`src/rtl/hnf_pkg.sv`:
```
// Shared HN-F types: CHI request flit, POCQ entry index and line geometry.
package hnf_pkg;

  localparam int unsigned HNF_ADDR_W      = 44;
  localparam int unsigned HNF_LINE_OFFSET = 6;
  localparam int unsigned POCQ_DEPTH      = 16;
  localparam int unsigned POCQ_ID_W       = $clog2(POCQ_DEPTH);

  typedef logic [POCQ_ID_W-1:0] pocq_id_t;

  typedef struct packed {
    logic [11:0]           txn_id;
    logic [6:0]            opcode;
    logic [HNF_ADDR_W-1:0] addr;
  } reqflit_t;

endpackage

```
`src/rtl/rr_arbiter.sv`:
```
// Round-robin arbiter: first requester at or after ptr, wrapping; N power of two.
module rr_arbiter #(
  parameter  int unsigned N  = 16,
  localparam int unsigned IW = $clog2(N)
) (
  input  logic [N-1:0]  req,
  input  logic [IW-1:0] ptr,
  output logic          gnt_valid,
  output logic [IW-1:0] gnt_id
);

  logic [IW-1:0] idx;

  // Scan from farthest to nearest so the nearest requester is written last.
  always_comb begin
    gnt_valid = 1'b0;
    gnt_id    = '0;
    idx       = '0;
    for (int i = int'(N) - 1; i >= 0; i--) begin
      idx = ptr + IW'(i);
      if (req[idx]) begin
        gnt_valid = 1'b1;
        gnt_id    = idx;
      end
    end
  end

endmodule

```
`src/rtl/pocq_sched.sv`:
```
// HN-F point-of-coherence queue: allocates requests, chains same-line hazards
// and issues awake entries round-robin with sleep/wake and retire.
module pocq_sched
  import hnf_pkg::*;
#(
  parameter  int unsigned DEPTH       = POCQ_DEPTH,
  parameter  int unsigned ADDR_W      = HNF_ADDR_W,
  parameter  int unsigned LINE_OFFSET = HNF_LINE_OFFSET,
  localparam int unsigned ID_W        = $clog2(DEPTH)
) (
  input  logic            clk,
  input  logic            rst,
  input  logic            alloc_valid,
  input  reqflit_t        alloc_flit,
  output logic            alloc_ready,
  output logic [ID_W-1:0] alloc_id,
  output logic            issue_valid,
  input  logic            issue_ready,
  output logic [ID_W-1:0] issue_id,
  output reqflit_t        issue_flit,
  input  logic            wake_valid,
  input  logic [ID_W-1:0] wake_id,
  input  logic            retire_valid,
  input  logic [ID_W-1:0] retire_id,
  output logic [ID_W:0]   count,
  output logic            empty,
  output logic            full
);

  logic [DEPTH-1:0] valid, sleep, issued, dep_v, has_succ;
  logic [ID_W-1:0]  dep_id [DEPTH];
  reqflit_t         flits  [DEPTH];
  logic [ID_W-1:0]  rr_ptr;

  logic [DEPTH-1:0] eligible, match_vec;
  logic [ID_W-1:0]  match_id;
  logic             match_v, alloc_fire, issue_fire, retire_ok, wake_ok;

  assign full        = (count == (ID_W+1)'(DEPTH));
  assign empty       = (count == '0);
  assign alloc_ready = ~full;
  assign alloc_fire  = alloc_valid & alloc_ready;
  assign issue_fire  = issue_valid & issue_ready;
  assign retire_ok   = retire_valid & valid[retire_id];
  assign wake_ok     = wake_valid & valid[wake_id] & ~dep_v[wake_id];
  assign eligible    = valid & ~sleep & ~issued;
  assign issue_flit  = flits[issue_id];
  assign match_v     = |match_vec;

  // Lowest free entry from registered valid only.
  always_comb begin
    alloc_id = '0;
    for (int i = int'(DEPTH) - 1; i >= 0; i--) begin
      if (!valid[i]) alloc_id = ID_W'(i);
    end
  end

  // Same-line open tail search; a tail retiring this cycle cannot take a successor.
  always_comb begin
    match_vec = '0;
    match_id  = '0;
    for (int i = 0; i < int'(DEPTH); i++) begin
      match_vec[i] = valid[i] & ~has_succ[i] & ~(retire_ok & (retire_id == ID_W'(i))) &
                     (flits[i].addr[ADDR_W-1:LINE_OFFSET] == alloc_flit.addr[ADDR_W-1:LINE_OFFSET]);
    end
    for (int i = int'(DEPTH) - 1; i >= 0; i--) begin
      if (match_vec[i]) match_id = ID_W'(i);
    end
  end

  rr_arbiter #(.N(DEPTH)) u_arb (
    .req       (eligible),
    .ptr       (rr_ptr),
    .gnt_valid (issue_valid),
    .gnt_id    (issue_id)
  );

  // Per-entry update; later statements take priority (wake beats issue).
  always_ff @(posedge clk) begin
    if (rst) begin
      valid    <= '0;
      sleep    <= '0;
      issued   <= '0;
      dep_v    <= '0;
      has_succ <= '0;
      rr_ptr   <= '0;
      count    <= '0;
      for (int i = 0; i < int'(DEPTH); i++) begin
        dep_id[i] <= '0;
        flits[i]  <= '0;
      end
    end else begin
      for (int i = 0; i < int'(DEPTH); i++) begin
        if (issue_fire && issue_id == ID_W'(i)) issued[i] <= 1'b1;
        if (wake_ok && wake_id == ID_W'(i)) begin
          issued[i] <= 1'b0;
          sleep[i]  <= 1'b0;
        end
        if (retire_ok && valid[i] && dep_v[i] && dep_id[i] == retire_id) begin
          dep_v[i] <= 1'b0;
          sleep[i] <= 1'b0;
        end
        if (alloc_fire && match_v && match_id == ID_W'(i)) has_succ[i] <= 1'b1;
        if (retire_ok && retire_id == ID_W'(i)) begin
          valid[i]    <= 1'b0;
          issued[i]   <= 1'b0;
          sleep[i]    <= 1'b0;
          has_succ[i] <= 1'b0;
        end
        if (alloc_fire && alloc_id == ID_W'(i)) begin
          valid[i]    <= 1'b1;
          sleep[i]    <= match_v;
          issued[i]   <= 1'b0;
          dep_v[i]    <= match_v;
          dep_id[i]   <= match_id;
          has_succ[i] <= 1'b0;
          flits[i]    <= alloc_flit;
        end
      end
      if (issue_fire) rr_ptr <= issue_id + ID_W'(1);
      case ({alloc_fire, retire_ok})
        2'b10:   count <= count + (ID_W+1)'(1);
        2'b01:   count <= count - (ID_W+1)'(1);
        default: count <= count;
      endcase
    end
  end

  a_no_alloc_full: assert property (@(posedge clk) disable iff (rst) !(alloc_fire && full));
  a_retire_valid:  assert property (@(posedge clk) disable iff (rst) retire_valid |-> valid[retire_id]);
  a_one_open_line: assert property (@(posedge clk) disable iff (rst) $onehot0(match_vec));
  a_issue_elig:    assert property (@(posedge clk) disable iff (rst) issue_valid |-> eligible[issue_id]);

endmodule

```
`config.mk`:
```
export PLATFORM = sky130hd
export DESIGN_NAME = pocq_sched
export DESIGN_NICKNAME = d
export VERILOG_FILES = /design/src/rtl/hnf_pkg.sv /design/src/rtl/rr_arbiter.sv /design/src/rtl/pocq_sched.sv
export SDC_FILE = /design/constraint.sdc
export NUM_CORES = 2
export LEC_CHECK = 0
export CAP_MARGIN = 20
export CORE_ASPECT_RATIO = 0.5
export CORE_MARGIN = 2
export CORE_UTILIZATION = 50
export CTS_BUF_LIST = sky130_fd_sc_hd__clkbuf_8
export DETAILED_ROUTE_END_ITERATION = 8
export PLACE_DENSITY = 0.69
export SETUP_SLACK_MARGIN = 0.5
export SKIP_CTS_REPAIR_TIMING = 1
export SYNTH_ARGS = -nofsm -noshare
export SYNTH_HDL_FRONTEND = slang
export SYNTH_SLANG_ARGS = --single-unit
```
`constraint.sdc`:
```
create_clock -name clk -period 6.1 [get_ports clk]
set_input_delay 1.22 -clock clk [delete_from_list [all_inputs] [get_ports clk]]
set_output_delay 1.22 -clock clk [all_outputs]
set_load 0.005 [all_outputs]
```
Fig. 1: met1 routing
The bar under the picture is 200 um long. Supply wires on this layer in grey.
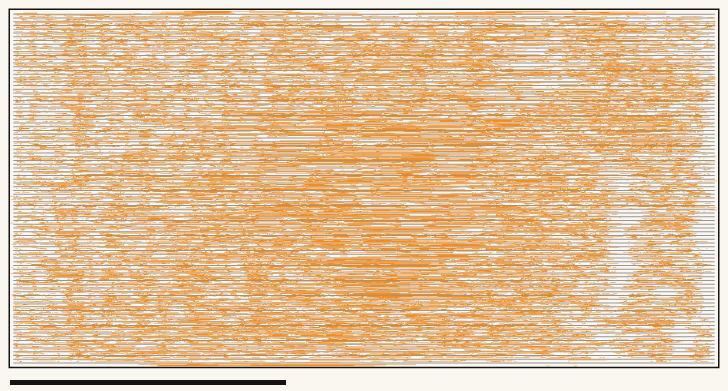
longest straight run: 158 um
nets with wire on the layer: 6,372
main direction: horizontal
share of all routed wire: 36%
vias: 59,500
GR Layer Usage met1: 63.0%
DRT Wirelength: 340,000 um

Fig. 2: signal wires on met2
The bar under the picture is 200 um long.
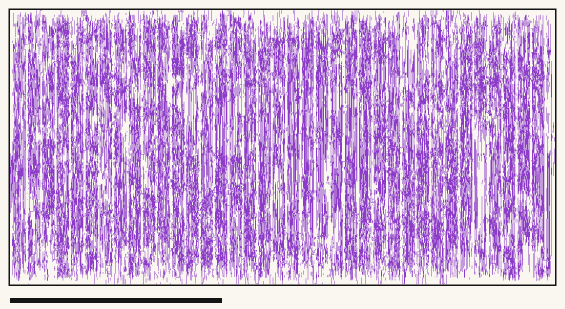
main direction: vertical
share of all routed wire: 39%
longest straight run: 171 um
wire length on this layer: 133 mm
met2 global-route usage: 67.4%

==> results.json <==
{
  "hold_viol": 0,
  "crit_start": "rr_ptr[0]",
  "grt_pass1_vias": 53300,
  "fill_cells": 9912,
  "clk_transition_reported_paths_ns": 0.07,
  "clock_sinks": 1161,
  "diodes": 28,
  "ys_sh_simple_pct": 12.2,
  "hold_ws_ns": 0.485,
  "antenna_found_initial": 32,
  "via_per_inst": 7.07,
  "adder_share_pct": 0.320,
  "most_common_cell": "edfxtp_1",
  "power_w": 0.0574,
  "top_register": "flits",
  "met2RoutedLength_um": 133000,
  "required_ns": 4.88,
  "topCombFamilyByArea": "simple AND/OR/NAND/NOR gates",
  "clk-power_w": 0.00670,
  "wl_met1_um": 122000,
  "tightest_slew_ns": 1.31,
  "num_tap_cells": 1710,
  "wire_per_inst_um": 40.4,
  "placedCellCount": 7877,
  "grt-busiest-layer": "met2",
  "drive_above_1_share_pct": 26.4,
  "path_cells": "buf_4 -> nor4b_4 -> buf_4 -> a21oi_2 -> buf_4 -> mux4_2 -> mux2_4 -> buf_6 -> nand2_2 -> a21oi_2 -> a2111oi_4 -> buf_4 -> a31oi_4 -> buf_12 -> buf_16 -> buf_4 -> clkbuf_16 -> buf_4 -> mux4_2 -> mux2i_1 -> o32ai_2 -> dlymetal6s2s_1",
  "maxCapViolations": 0,
  "syn_nets": 5889,
  "seq_share_pct": 41.7,
  "endpoint": "issue_flit[0]",
  "setup_viol": 64,
  "hold_path_end": "dep_v[7]",
  "grt_max_degree": 103,
  "largest_reg_flops": 1008,
  "layout.cells.most_common": "edfxtp_1",
  "edf_count": 1072,
  "critPathSlowestCell": "mux4_2",
  "yosys_area_mm2": 0.0649,
  "crit_fanout": 7,
  "fp_util_pct": 50.4,
  "cts_buffers": 169,
  "max_stage_delay_ns": 0.46,
  "finalClockPeriodUsage_pct": 114,
  "seq_cell_count": 1161,
  "met3_wirelength_um": 61300,
  "compound_area_share_pct": 10.4,
  "ff_type": "edfxtp_1",
  "p_comb_w": 0.0412,
  "finalSetupTns_ns": -47.52,
  "p_int_w": 0.0314,
  "dr.first_iter.drc_count": 10900,
  "slew_viol_final": 0,
  "cp-end-kind": "primary output",
  "status": "finished, violations left",
  "ys_warn_count": 0,
  "core_area_mm2": 0.129,
  "final_util_pct": 63.3,
  "p_clk_share_pct": 11.7,
  "yosysUniqueCellTypes": 85,
  "drc": 0,
  "layout_setup_ws_ns": -0.879,
  "grt_pass1_wl_um": 436000,
  "track_usage_pct": 47.8,
  "power.leakage_nw": 30.6,
  "fin_nets": 6633,
  "pwr-share-comb_pct": 71.7,
  "r2r_cells": 24,
  "port_buffers": 156,
  "area.growth.synth_to_final_pct": 25.6,
  "top_cells_by_area": "edfxtp_1, xor2_1, mux2i_1",
  "buf_share_pct": 12.9,
  "min_period_ns": 6.98,
  "critPathMostFrequentCell": "buf_4",
  "grt_overflow": 0,
  "timing.rr.end": "issued[6]",
  "dieArea_mm2": 0.133,
  "synth-seq-cells": 1161,
  "grtUsageMet3_pct": 22.6,
  "sequentialPowerShare_pct": 16.6,
  "nMultiInputCombCells": 4014,
  "final_cells": 8416,
  "cts_root_buffer": "clkbuf_8",
  "die_w_um": 513,
  "fmaxAchievable_mhz": 143,
  "cts_tree": "done",
  "comb-cell-share_pct": 37.9,
  "switchingPower_w": 0.0260,
  "synth_seq_share_pct": 52.4,
  "worstHoldPathType": "reg -> reg",
  "die_h_um": 259,
  "place_congestion": 1.16,
  "r2r_slack_ns": 1.14,
  "clkLatencyLatePin_ns": 0.97,
  "netlist_instances": 5796,
  "crit_arrival_ns": 5.76,
  "swShare_pct": 45.3,
  "yosys.area.top_type_share_pct": 49.6,
  "yosys-top-cells-count": "edfxtp_1, nor2_1, xor2_1",
  "r2r-start": "rr_ptr[0]",
  "detailed_place_hpwl_um": 238000,
  "std_cell_rows": 93,
  "power-top-group": "combinational logic",
  "violations": "negative setup slack",
  "fin_worst_skew_ns": 0.0874,
  "io_pins": 157,
  "yosysTopAreaCell": "edfxtp_1",
  "ant_nets": 0,
  "cp.depth": 22,
  "setup.worst_path.class": "reg -> out",
  "pre_cts_ws_ns": -0.795,
  "inverters": 116,
  "rsz0062_at_grt": "yes"
}
Fig. 3: M3 wires
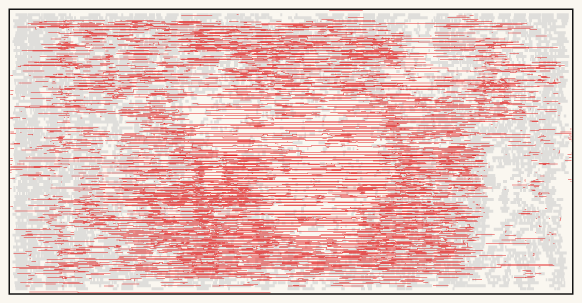
main direction: horizontal
share of all routed wire: 18%
longest straight run: 278 um
nets with wire on the layer: 1,298

No activity file was given, so power comes from the tool's default toggle rates.
